Run 1, routed clock nets over the placement:
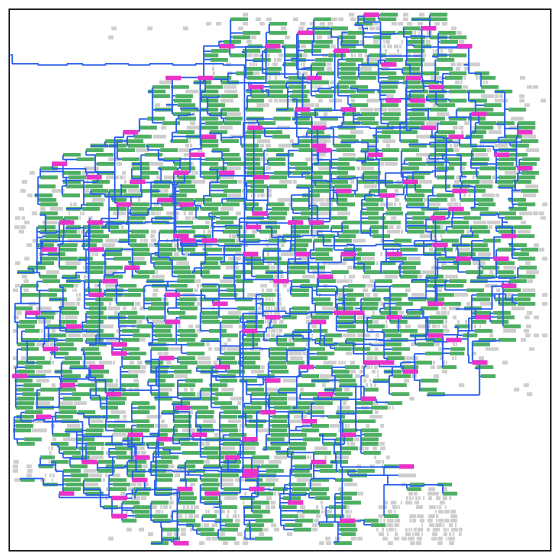
Run 1, where the registers sit:
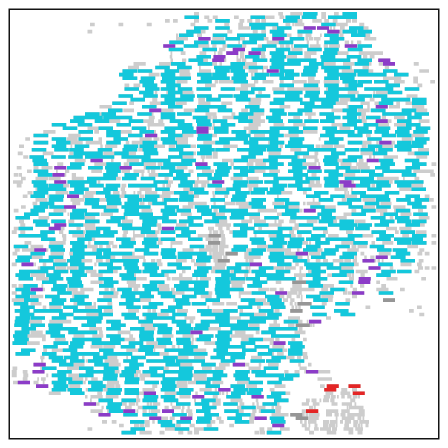
Run 1, wiring heat map:
Bar = 100 um. 33 x 33 tiles, from dark purple (low) to yellow (high), scaled to the fullest tile. Values are wire area over tile area, all layers added.
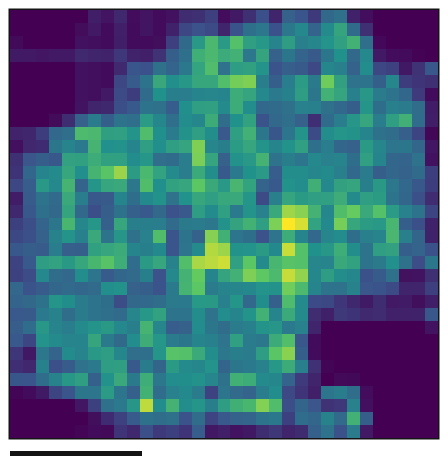
Run 1, signal wires on met4:
Bar = 100 um. Supply wires on this layer in grey.
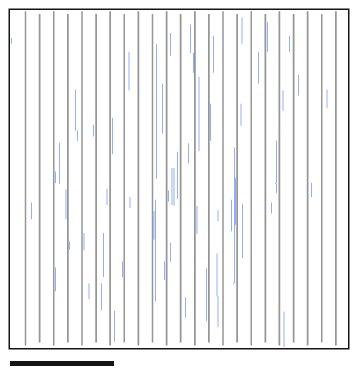
[src/rtl/fifo_sync_flex.sv]
`default_nettype none
// ============================================================================
// fifo_sync_flex : single-clock FIFO, any depth 2..256, FWFT or registered read
// Revision       : 1.0 - initial release
// ============================================================================
module fifo_sync_flex #(
   parameter int FIFODEPTH    = 16,
   parameter int FIFOWIDTH    = 72,
   parameter int FIFOPTRWIDTH = 4,
   parameter bit FWFT         = 1'b0
) (
   input  logic                    clk,
   input  logic                    rst,
   input  logic                    wstb,
   input  logic [FIFOWIDTH-1:0]    wdata,
   input  logic                    rstb,
   input  logic [FIFOPTRWIDTH:0]   afull_lvl,
   input  logic [FIFOPTRWIDTH:0]   aempty_lvl,
   input  logic                    clr_err,
   output logic [FIFOWIDTH-1:0]    rdata,
   output logic                    rvalid,
   output logic [FIFOPTRWIDTH:0]   numfilled,
   output logic [FIFOPTRWIDTH:0]   numempty,
   output logic                    full,
   output logic                    empty,
   output logic                    afull,
   output logic                    aempty,
   output logic                    overflow,
   output logic                    underflow
);

   localparam logic [FIFOPTRWIDTH:0]   DEPTH_CNT = (FIFOPTRWIDTH+1)'(FIFODEPTH);
   localparam logic [FIFOPTRWIDTH-1:0] LAST_PTR  = FIFOPTRWIDTH'(FIFODEPTH - 1);

   logic [FIFOWIDTH-1:0]    mem [FIFODEPTH];
   logic [FIFOPTRWIDTH-1:0] wptr;
   logic [FIFOPTRWIDTH-1:0] rptr;
   logic [FIFOPTRWIDTH:0]   count;
   logic                    rd_ok;
   logic                    wr_ok;

   // A full FIFO still takes a write when the same cycle pops a word.
   assign rd_ok = rstb & (count != '0);
   assign wr_ok = wstb & ((count != DEPTH_CNT) | rd_ok);

   always_ff @(posedge clk or posedge rst) begin
      if (rst) begin
         wptr  <= '0;
         rptr  <= '0;
         count <= '0;
      end else begin
         if (wr_ok) wptr <= (wptr == LAST_PTR) ? '0 : wptr + 1'b1;
         if (rd_ok) rptr <= (rptr == LAST_PTR) ? '0 : rptr + 1'b1;
         case ({wr_ok, rd_ok})
            2'b10:   count <= count + 1'b1;
            2'b01:   count <= count - 1'b1;
            default: count <= count;
         endcase
      end
   end

   always_ff @(posedge clk) begin
      if (wr_ok) mem[wptr] <= wdata;
   end

   // A fresh error outranks a simultaneous clear.
   always_ff @(posedge clk or posedge rst) begin
      if (rst) begin
         overflow  <= 1'b0;
         underflow <= 1'b0;
      end else begin
         if (wstb & ~wr_ok)  overflow <= 1'b1;
         else if (clr_err)   overflow <= 1'b0;
         if (rstb & ~rd_ok)  underflow <= 1'b1;
         else if (clr_err)   underflow <= 1'b0;
      end
   end

   assign numfilled = count;
   assign numempty  = DEPTH_CNT - count;
   assign full      = (count == DEPTH_CNT);
   assign empty     = (count == '0);
   assign afull     = (count >= afull_lvl);
   assign aempty    = (count <= aempty_lvl);

   generate
      if (FWFT) begin : g_fwft
         assign rdata  = mem[rptr];
         assign rvalid = ~empty;
      end else begin : g_regread
         logic [FIFOWIDTH-1:0] rdata_q;
         logic                 rvalid_q;
         always_ff @(posedge clk or posedge rst) begin
            if (rst) begin
               rdata_q  <= '0;
               rvalid_q <= 1'b0;
            end else begin
               rvalid_q <= rd_ok;
               if (rd_ok) rdata_q <= mem[rptr];
            end
         end
         assign rdata  = rdata_q;
         assign rvalid = rvalid_q;
      end
   endgenerate

endmodule
`default_nettype wire
[config.mk]
export PLATFORM = sky130hd
export DESIGN_NAME = fifo_sync_flex
export DESIGN_NICKNAME = d
export VERILOG_FILES = /design/src/rtl/fifo_sync_flex.sv
export SDC_FILE = /design/constraint.sdc
export NUM_CORES = 1
export LEC_CHECK = 0
export CAP_MARGIN = 15
export CORE_UTILIZATION = 45
export CTS_CLUSTER_SIZE = 12
export DETAILED_ROUTE_END_ITERATION = 16
export MAX_ROUTING_LAYER = met4
export PLACE_DENSITY = 0.63
export SYNTH_ARGS = -nofsm -noshare
export SYNTH_HDL_FRONTEND = slang
export SYNTH_SLANG_ARGS = --single-unit
[constraint.sdc]
create_clock -name clk -period 8.35 [get_ports clk]
set_input_delay 1.67 -clock clk [delete_from_list [all_inputs] [get_ports clk]]
set_output_delay 1.67 -clock clk [all_outputs]
set_load 0.01 [all_outputs]
==> impl_metrics.ini, run 1 <==
; synthesis and place-and-route metrics
[synthesis]
syn-num-nets = 2323
yosys-stat-area_um2 = 47000
synth_seq_share_pct = 78.3
yosysMostFrequentCell = edfxtp_1
top_area_share_pct = 73.6
ys_warn_count = 0
top_cells_by_count = edfxtp_1 (1152), mux4_2 (205), a21oi_1 (150), mux2i_1 (144), dfrtp_1 (88)
edf_count = 1152
top_cells_by_area = edfxtp_1 (74%), mux4_2 (9.8%), dfrtp_1 (4.7%)
synthMuxAreaShare_pct = 13.6

[cells_and_area]
drive_gt1_share_pct = 17.4
fin_cells = 3912
syn2layout_area_growth_pct = 15.2
nNetsFinal = 2540

[timing]
final.setup.tns_ns = 0
max_slew.worst_pin.slew_ns = 1.11
rsz0062_at_grt = no
final_max_slew_viol_count = 0
fmax_mhz = 183

[pwr]
total_power_mw = 17.8
powerComb_mw = 4.33
vdd.ir_drop.worst_uv = 254
p_leak_nw = 17.5
p_comb_share_pct = 24.3
power_density_nw_per_um2 = 329

[job]
warnings = 35
drv_cap = 0

[worst_setup_path]
crit_top_cell = o21a_1
crit_family = buffers and inverters
cp.required_ns = 6.68
worstReg2RegEnd = mem[3][35]$_DFFE_PP_
endpoint = aempty
crit_chain = clkdlybuf4s50_1 -> inv_1 -> ha_1 -> nor2b_1 -> o21a_1 -> o21a_1 -> o21a_1 -> o22ai_1 -> clkdlybuf4s50_1
cpPeakStageDelay_ns = 0.56
cp_max_fo = 2
r2r_setup_slack_ns = 4.03

[clocking]
cts_setup_buffers = 0
cts.repair.resized = 0
hold_buffers = 0

[global_route]
grt-busiest-layer = met2
gr-usage-met3_pct = 3.84

[detailed_routing]
drtIter0Drc = 2069
viasPerCell = 5.82

[min_path]
hp-start = rdata[30]$_DFFE_PP0P_

[placed_design]
place_area_um2 = 50100

[outcome]
outcome = finished, final reports clean

[floorplanning]
io_pins = 176
Back to the opening pictures, 'routed clock nets over the placement':
legend:
  clock wires:
    colour: blue
    length: 13700 um
  flip-flops:
    colour: green
    count: 1240
  cells driving clock nets:
    colour: magenta
    count: 130
routed clock nets: 131
flops lie: spread over the die
Worst Skew: 0.0358 ns
clk ins delay skew pair: 0.75 ns
Clock power frac: 31.0%

Back to the opening pictures, 'where the registers sit':
legend:
  mem:
    colour: cyan
    flops: 1152
    where: spread over the die
  numfilled:
    colour: red
    flops: 5
    where: bottom right
  rdata:
    colour: purple
    flops: 72
    where: spread over the die
storage element area: 36800 um^2
Final Core Density: 52.3%
Seq group: 7.96 mW
sequential cell area share: 68.0%

Back to the opening pictures, 'wiring heat map':
densest ninth of the die: middle
tiles over half the peak: 25%
mean over tiles: 0.16
total number of vias: 22800
Avg WL per Cell: 27.4 um
Total GRT Usage: 21.3%

Back to the opening pictures, 'signal wires on met4':
longest straight run: 131 um
share of all routed wire: 1.7%
main direction: vertical
DRT Wirelength: 107 mm

## run 1: routing by layer
metal	vias up	wire length, um
met4	0	1840
li1	9651	-
met5	-	0
met1	12200	45800
met2	776	53100
met3	153	6430
## run 1: area by class of cell
type                       instances  area (um^2)
fill                            7952        49300
clock buffer                     203         3790
sequential                      1240        36800
inverter                          18         75.1
antenna                            3         7.51
timing repair buffer             210         2040
tap                             1380         1730
multi-input combinational        831         9420
clock inverter                    27          287
## run 1: cell families (layout without fill, tap and decap cells)
kind of cell | Yosys count | in the layout
flip-flops | 1240 | 1240
multiplexers | 362 | 362
AND-OR/OR-AND | 313 | 313
buffers and inverters | 143 | 458
AND/OR/NAND/NOR | 126 | 126
adder cells (fa/ha/maj) | 22 | 22
XOR/XNOR | 8 | 8
other | 0 | 3
Run 1, cell placement:
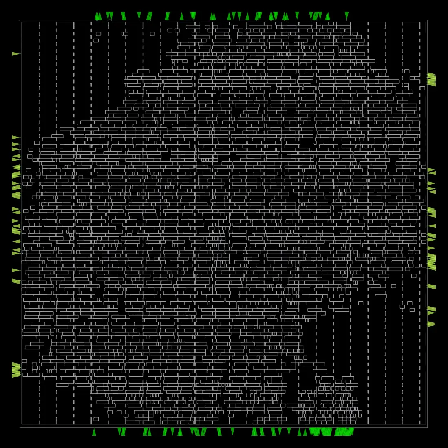

## Run 2: what changed since run 1
==> constraint.sdc (replaced) <==
create_clock -name clk -period 5.7 [get_ports clk]
set_input_delay 1.14 -clock clk [delete_from_list [all_inputs] [get_ports clk]]
set_output_delay 1.14 -clock clk [all_outputs]
set_load 0.01 [all_outputs]
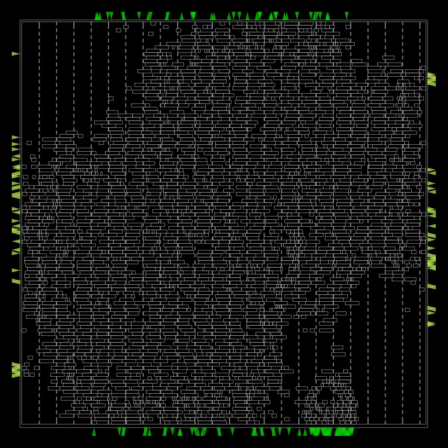
Run 2: cell placement
sequential cell area share: 67.6%
core area: 103000 um^2
Tapcells: 1380

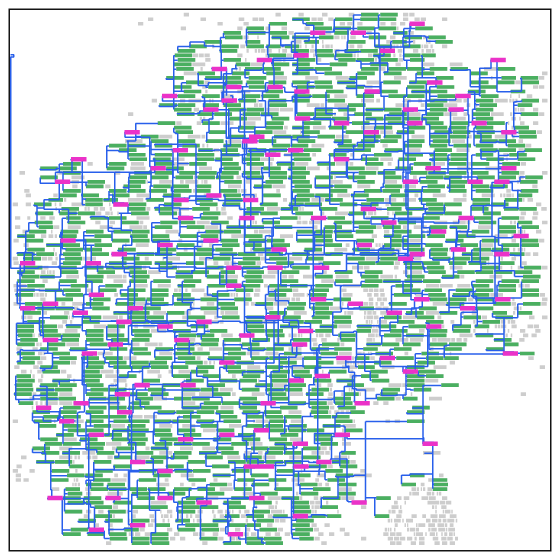
Run 2: routed clock nets over the placement
legend:
  cells driving clock nets:
    colour: magenta
    count: 130
  flip-flops:
    colour: green
    count: 1240
  clock wires:
    colour: blue
    length: 13800 um
routed clock nets: 131
flops lie: spread over the die
Worst Skew: 0.0314 ns
clk ins delay skew pair: 0.73 ns

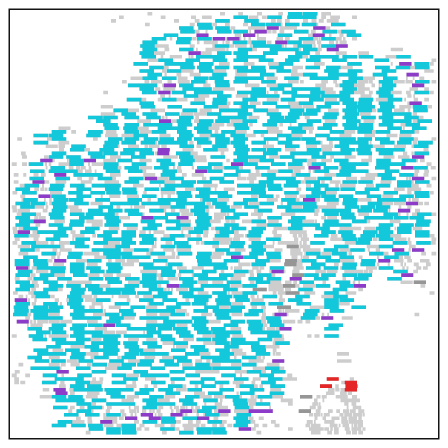
Run 2: where the registers sit
legend:
  mem:
    colour: cyan
    flops: 1152
    where: spread over the die
  numfilled:
    colour: red
    flops: 5
    where: bottom right
  rdata:
    colour: purple
    flops: 72
    where: spread over the die
Final Core Density: 52.6%
Seq group: 11.7 mW

==> impl_metrics.ini, run 2 <==
; synthesis and place-and-route metrics
[outcome]
outcome = finished, final reports clean

[pwr]
total_power_mw = 26.1
p_leak_nw = 17.6
p_comb_share_pct = 24.1
powerComb_mw = 6.30

[worst_setup_path]
crit_chain = clkdlybuf4s50_1 -> inv_1 -> ha_1 -> nor2b_1 -> o21a_1 -> o21a_1 -> o21a_1 -> o22ai_1 -> clkdlybuf4s50_1
crit_top_cell = o21a_1
r2r_setup_slack_ns = 1.41
crit_family = buffers and inverters
cp.required_ns = 4.56
cpPeakStageDelay_ns = 0.56
worstReg2RegEnd = mem[6][11]$_DFFE_PP_

[cells_and_area]
num-nonclk-inverters = 18
syn2layout_area_growth_pct = 15.8
diodes = 4
seqCellArea_um2 = 36800
largestClassByArea = sequential cells
n_all_buffers = 223
fin_cells = 3927
sh_comb_area_pct = 17.3
num-fill-cells = 7962
nMultiInputCombCells = 831

[timing]
rsz0062_at_grt = no
final.setup.tns_ns = 0
max_slew.worst_pin.slew_ns = 1.06

[placed_design]
place_area_um2 = 50300

[synthesis]
top_cells_by_area = edfxtp_1 (74%), mux4_2 (9.8%), dfrtp_1 (4.7%)
syn-num-nets = 2323
top_cells_by_count = edfxtp_1 (1152), mux4_2 (205), a21oi_1 (150), mux2i_1 (144), dfrtp_1 (88)
synthMuxAreaShare_pct = 13.6
synth_seq_share_pct = 78.3
edf_count = 1152
top_area_share_pct = 73.6

[clocking]
cts.repair.resized = 0

[global_route]
grt_usage_pct = 20.8

[detailed_routing]
drt-total-wl_mm = 106
highest_layer = met4
wl_met3_mm = 6.15

[job]
warnings = 31

[min_path]
hp-start = rdata[37]$_DFFE_PP0P_
## run 2: cell counts after synthesis
Identical to the previous run, type by type.
## run 2: how the worst max path moves through the flow
stage | startpoint | end | slack [ns] | cells past startpoint
floorplan | numfilled[0]$_DFFE_PP0P_ | mem[4][0]$_DFFE_PP_ | 1.45 | 11
global route | numfilled[0]$_DFFE_PP0P_ | mem[6][11]$_DFFE_PP_ | 1.13 | 10
CTS | aempty_lvl[1] | aempty | 1.25 | 9
global placement | rstb | mem[2][71]$_DFFE_PP_ | 1.18 | 6
finish | aempty_lvl[1] | aempty | 1.27 | 9
detailed placement | rstb | mem[6][14]$_DFFE_PP_ | 1.03 | 7
Run 2, signal wires on met4:
Bar = 100 um. Supply wires on this layer in grey.
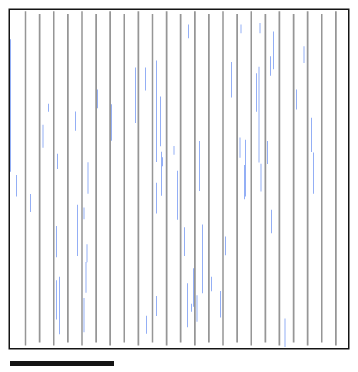

## Run 3: what changed since run 2
--- a/config.mk
+++ b/config.mk
@@ -10,7 +10,7 @@
 export CTS_CLUSTER_SIZE = 12
 export DETAILED_ROUTE_END_ITERATION = 16
 export MAX_ROUTING_LAYER = met4
-export PLACE_DENSITY = 0.63
+export PLACE_DENSITY = 0.65
 export SYNTH_ARGS = -nofsm -noshare
 export SYNTH_HDL_FRONTEND = slang
 export SYNTH_SLANG_ARGS = --single-unit
==> constraint.sdc (replaced) <==
create_clock -name clk -period 3.7 [get_ports clk]
set_input_delay 0.74 -clock clk [delete_from_list [all_inputs] [get_ports clk]]
set_output_delay 0.74 -clock clk [all_outputs]
set_load 0.01 [all_outputs]
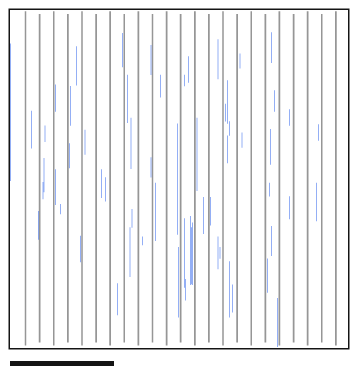
Run 3: signal wires on met4
Bar = 100 um. Supply wires on this layer in grey.
nets with wire on the layer: 35
longest straight run: 132 um
wire length on this layer: 2080 um
share of all routed wire: 2.0%
main direction: vertical
total number of vias: 23000
DRT Wirelength: 105 mm

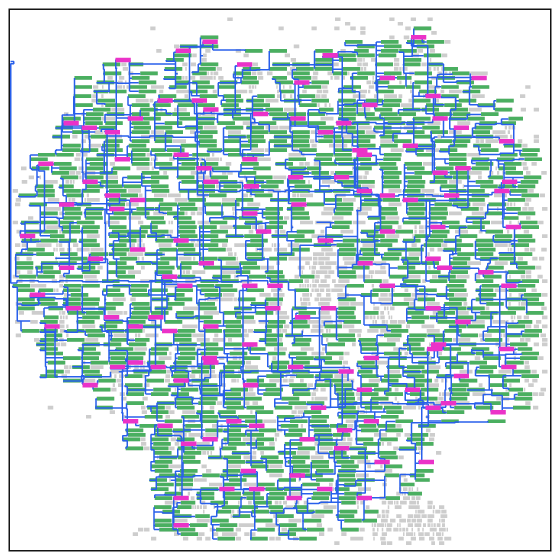
Run 3: routed clock nets over the placement
legend:
  flip-flops:
    colour: green
    count: 1240
  cells driving clock nets:
    colour: magenta
    count: 130
  clock wires:
    colour: blue
    length: 13400 um
flops lie: spread over the die
Worst Skew: 0.0192 ns
Clk power: 12.2 mW
clk ins delay skew pair: 0.72 ns

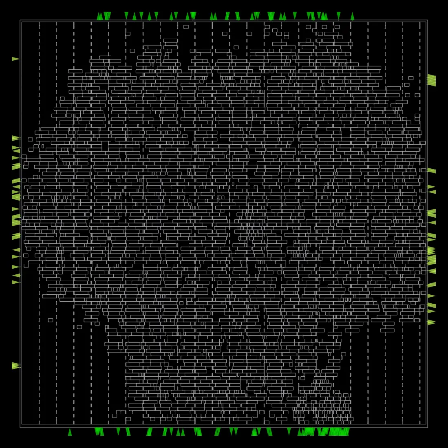
Run 3: cell placement
Final Core Density: 53.2%
flop count: 1240

==> impl_metrics.ini, run 3 <==
; synthesis and place-and-route metrics
[detailed_routing]
met2_length_mm = 53.3
ant_nets = 0
wl_met3_mm = 6.66
drtIter0Drc = 2370
routedWlPerCell_um = 26.6
highest_layer = met4

[cells_and_area]
syn2layout_area_growth_pct = 17.1
drive_gt1_share_pct = 18.4

[worst_setup_path]
crit_chain = ha_1 -> nor2b_1 -> o21a_1 -> o21a_1 -> o21a_1 -> o22ai_1 -> clkdlybuf4s50_1
crit_top_cell = o21a_1
endpoint = aempty
cp.required_ns = 2.96
critPathLaunch = numfilled[1]$_DFFE_PP0P_
cp_num_cells = 7
crit_family = AND-OR/OR-AND gates
cp_max_fo = 7
cpPeakStageDelay_ns = 0.57

[synthesis]
yosys-stat-area_um2 = 47000
yosysMostFrequentCell = edfxtp_1
top_cells_by_count = edfxtp_1 (1152), mux4_2 (205), a21oi_1 (150), mux2i_1 (144), dfrtp_1 (88)
top_area_share_pct = 73.6
synth_seq_share_pct = 78.3
syn-num-nets = 2323
synthCells = 2214
ys_warn_count = 0
top_cells_by_area = edfxtp_1 (74%), mux4_2 (9.8%), dfrtp_1 (4.7%)

[placed_design]
hpwl_mm = 57.7
place_area_um2 = 51000

[clocking]
hold_buffers = 0
cts.repair.resized = 0

[floorplanning]
rows = 118
die_area_um2 = 106000
core-area_um2 = 103000
io_pins = 176

[job]
drv_cap = 0
warnings = 31

[outcome]
outcome = finished, final reports clean

[timing]
max_slew.worst_pin.slew_ns = 0.862
final_max_slew_viol_count = 0
fmax_mhz = 279
rsz0062_at_grt = no
final.setup.tns_ns = 0

[pwr]
power_density_nw_per_um2 = 730
clkPwrFrac_pct = 30.4
p_leak_nw = 17.8
powerComb_mw = 10.1
p_comb_share_pct = 25.2
seq-power_mw = 17.8

[global_route]
gr-usage-met3_pct = 3.69
grt_use_met1_pct = 27.3
grt-busiest-layer = met2
## run 3: logic make-up after synthesis
group	synth area share (%)
AND-OR/OR-AND	4.33
XOR/XNOR	0.149
adder cells (fa/ha/maj)	0.602
buffers and inverters	1.82
flip-flops	78.3
multiplexers	13.6
AND/OR/NAND/NOR	1.21
## run 3: through the flow
stage	utilization (%)	total power [mW]	std cells
after global routing	53.2	41.8	3964
after global placement	49.3	28.2	3721
after CTS	53.2	40.6	3955
after detailed placement	49.3	28.4	3721
after floorplan	-	24.4	2214
final	53.2	40.2	3965
## run 3: cell type report
type | instances | area, um^2
fillers | 7902 | 48500
flip-flops and latches | 1240 | 36800
multi-input cells | 831 | 9420
clock buffers | 205 | 3700
repair buffers | 252 | 2990
well taps | 1380 | 1730
clock inverters | 29 | 299
inverters | 18 | 75.1
diodes | 10 | 25.0
No activity file was given, so power comes from the tool's default toggle rates.
